run_1/layer_met2.png
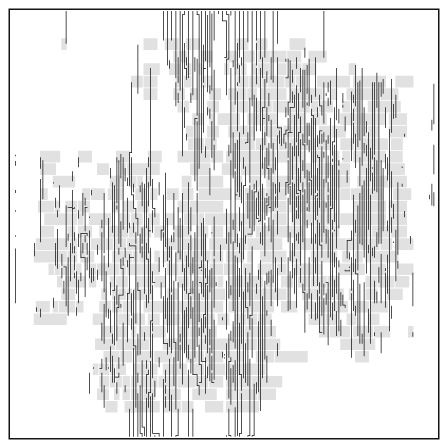
run_1/sizes.png
Bar = 20 µm.
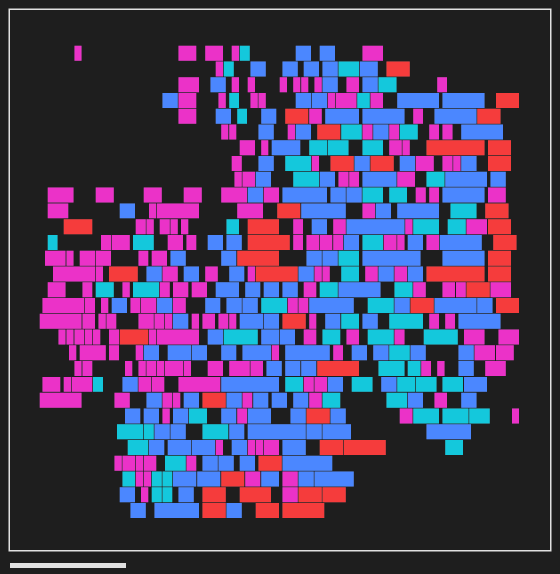
run_1/wires.png
Only two layers are drawn.
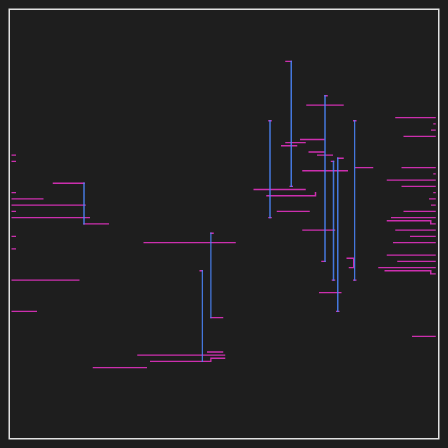
run_1/layer_met4.png
Bar = 20 µm.
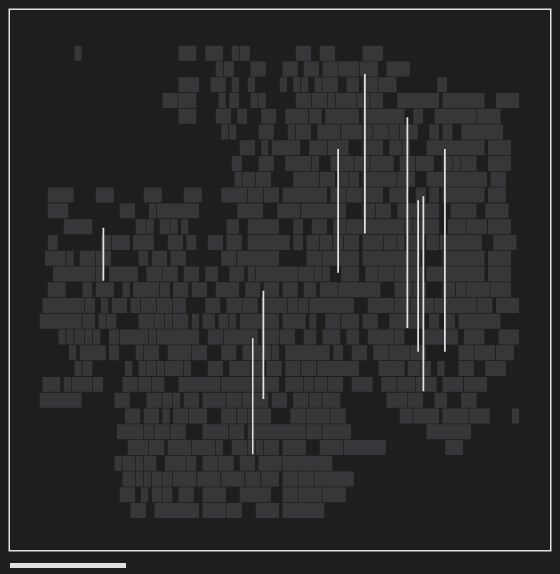
Design control_sequencer_flat, sky130hd; sources not shown.
==> out/results.txt <==
Failing checks - setup timing
Dpl ws - -1.03 ns
Psw - 531 µW
DRT iter0 DRCs - 157
Antenna cell count - 0
Die Span X - 93.1 µm
Min cycle time layout - 2.56 ns
Post-Synthesis Cells - 303
HPWL Detailed - 6070 µm
Port-buffer cells - 78
Die y size - 93.1 µm
Cells after DPL - 509
Core area - 6760 µm²
CP max stage delay - 0.39 ns
Max reg flops - 4
RSZ-0062 raised after global routing - yes
Top Layout Cells - buf_4, nor2_1, buf_6, a21oi_1, nor3_2
Type of the most critical hold path - reg -> reg
IR drop worst, VDD - 0.000332 V
Num rows - 30
Final hold slack - 0.513 ns
Mux area share - 0
Async SR Flop Fraction - 0
Fin nets - 484
Die area - 8670 µm²
Pwr dens - 285 nW/µm²
EDFF count, synth - 0
CP max FO - 8
Critical Path, Cell by Cell - buf_6 -> buf_6 -> nand2b_1 -> o21ai_1 -> a21oi_2 -> or3_4 -> buf_12 -> o22ai_2 -> buf_6
Crit-path slowest cell - or3_4
Worst-path clk slew - 0.04 ns
F_max - 0.391 GHz
Mapped Area - 1870 µm²
Flop2flop setup slack - 0.80 ns
Largest net degree at the start of global routing - 19
Final ANT Viol Nets - 0
Slew Viols, Final - 0
Critical Path End Type - output pin
CP dominant cell by count - buf_6
Worst path arrival time - 2.06 ns
Synthesized registers - 7
Reg power frac - 0.129
Cts hold-fix bufs - 0
Status - finished with violations
Synth Flop Type - dfxtp_1
TritonCTS clock tree - done
Largest type area fraction - 0.0885
Synth unique cells - 50
CTS H-Tree Depth - 1
Min-Delay Path Depth - 2
Final setup viols - 10
Sw frac - 0.463
Clk_skew - 0.000764 ns
Vias in the first global route - 2758
Clock Root Buffer - clkbuf_8
Drt pass-1 iters - 5
Core Util at FP - 0.276
Final Hold Viols - 0
Post-route insts no fill - 528
Fill cells - 595
First-pass GRT wire length - 13500 µm
Synthesis area per yosys - 1870 µm²
Post-synthesis compound-gate area fraction - 0.306
Simple Share, Synth - 0.469
CP Launch Type - input port
Initial antenna violation count - 0
Synth Area in Adders - 0.00671
Logic family by area - simple AND/OR/NAND/NOR gates
Fin crit share - 1.02
Setup tns final - -0.182 ns
Post-synth area hogs - nor2_1, a21oi_1, nor3_1
Cells in synth_stat.txt - 303
Most common logic cell in the routed design - buf_4
Placed cell areas - 3350 µm²
I/O pins - 96
Total power - 1.15 mW
Logic area - 2110 µm²
Post-route setup slack - -0.0580 ns
Global route total overflow - 0
Synth Warn # - 0
TritonCTS buffer count - 3
Vias/cell - 5.44
Max Cap Viol - 0
Flop area - 140 µm²
Critical path class - in -> out
Comb power frac - 0.729
Syn Area/Cell - 6.16 µm²
R2R cell count - 7
Seq/Total Area, Yosys - 0.0751
Most area-hungry cell type in the Yosys netlist - nor2_1
Share of cells above drive strength 1 - 0.560
Leakage - 1.58 nW
Total tool warning count - 44
Late-Pin Clk Latency - 0.23 ns
XORs/XNORs by Area - 0.00469
Max clock buf depth - 2
Clock Sinks - 7
Req. time, crit path - 2.00 ns
Internal - 617 µW
Clock share of power - 0.142
Finished Core Util - 0.597
DR DRC count - 0
Notes on layer_met2.png above:
longest straight run: 43.9 µm
nets with wire on the layer: 424
share of all routed wire: 52%
main direction: vertical
routing usage on met2: 0.343
Post-Route WL: 9070 µm
routed via count: 2873

Notes on sizes.png above:
legend:
  red:
    size: _6 and larger
    cells: 42
    share: 9.4%
  blue:
    size: _3 and _4 cells
    cells: 145
    share: 32%
  magenta:
    size: _0 and _1 cells
    cells: 197
    share: 44%
  cyan:
    size: _2 cells
    cells: 64
    share: 14%
Non-clk bufs: 178
Area Growth Syn to Fin: 116%
design area: 4040 µm²
post-route setup slack: -0.0580 ns

Notes on wires.png above:
legend:
  blue:
    layer: metal 4
    wire_length: 225 µm
  magenta:
    layer: metal 3
    wire_length: 378 µm
GRT Overall Usage: 0.187
WL/cell: 17.2 µm

Notes on layer_met4.png above:
longest straight run: 36.0 µm
nets with wire on the layer: 9
share of all routed wire: 2.5%
main direction: vertical
wire length on this layer: 225 µm

-- run 1: routing by layer --
layer  GRT usage  up-vias  share of wire
li1            -     1394              -
met5           0        -              0
met4      0.0391        0          0.025
met1       0.235     1370           0.41
met2       0.343       91           0.52
met3      0.0193       18          0.042
-- run 1: cell usage after synthesis (2+ instances only) --
master    count
and2_4        2
o21ai_0       6
nor3_1       32
nor3b_1       4
o21a_1        2
a41oi_1       4
nor2b_1       6
nand4_1       3
nor4_1       14
o31ai_1       2
a211oi_1      2
nor2_1       44
buf_4         9
buf_6         5
nand4b_1      2
buf_2         5
nand2b_1     19
clkbuf_1     16
nand2_1      17
clkbuf_2      3
nand3_1       4
o22ai_1       6
inv_1         7
dfxtp_1       7
a31oi_1       6
and3_1        2
a21oi_1      32
or3_1         7
o22ai_2      10
nand3b_1      5
-- run 1: power by group through the flow --
stage | combinational [mW] | clock (mW) | sequential, mW
finish | 0.837 | 0.163 | 0.148
global route | 0.897 | 0.180 | 0.150
CTS | 0.750 | 0.168 | 0.148
detailed placement | 0.733 | 0 | 0.149
global placement | 0.730 | 0 | 0.149
floorplan | 0.422 | 0 | 0.136
-- run 1: final cells by class --
type | instances | area share
well taps | 80 | 0.0248
repair buffers | 178 | 0.398
flip-flops and latches | 7 | 0.0347
multi-input cells | 251 | 0.524
clock buffers | 4 | 0.0112
inverters | 8 | 0.00744
-- run 1: worst max-delay path: cells and delay by family --
| family | cells | cell delay, ns |
|---|---|---|
| AND-OR/OR-AND | 3 | 0.48 |
| buffers and inverters | 4 | 0.56 |
| AND/OR/NAND/NOR | 2 | 0.52 |
-- run 1: what timing repair did --
item                                    in CTS  in global routing
cloned                                       2                  0
resized                                    300                107
pin swaps                                   17                 24
endpoints found under the setup margin      59                 47
setup buffers                                8                  5
Power and IR drop assume default switching activity.
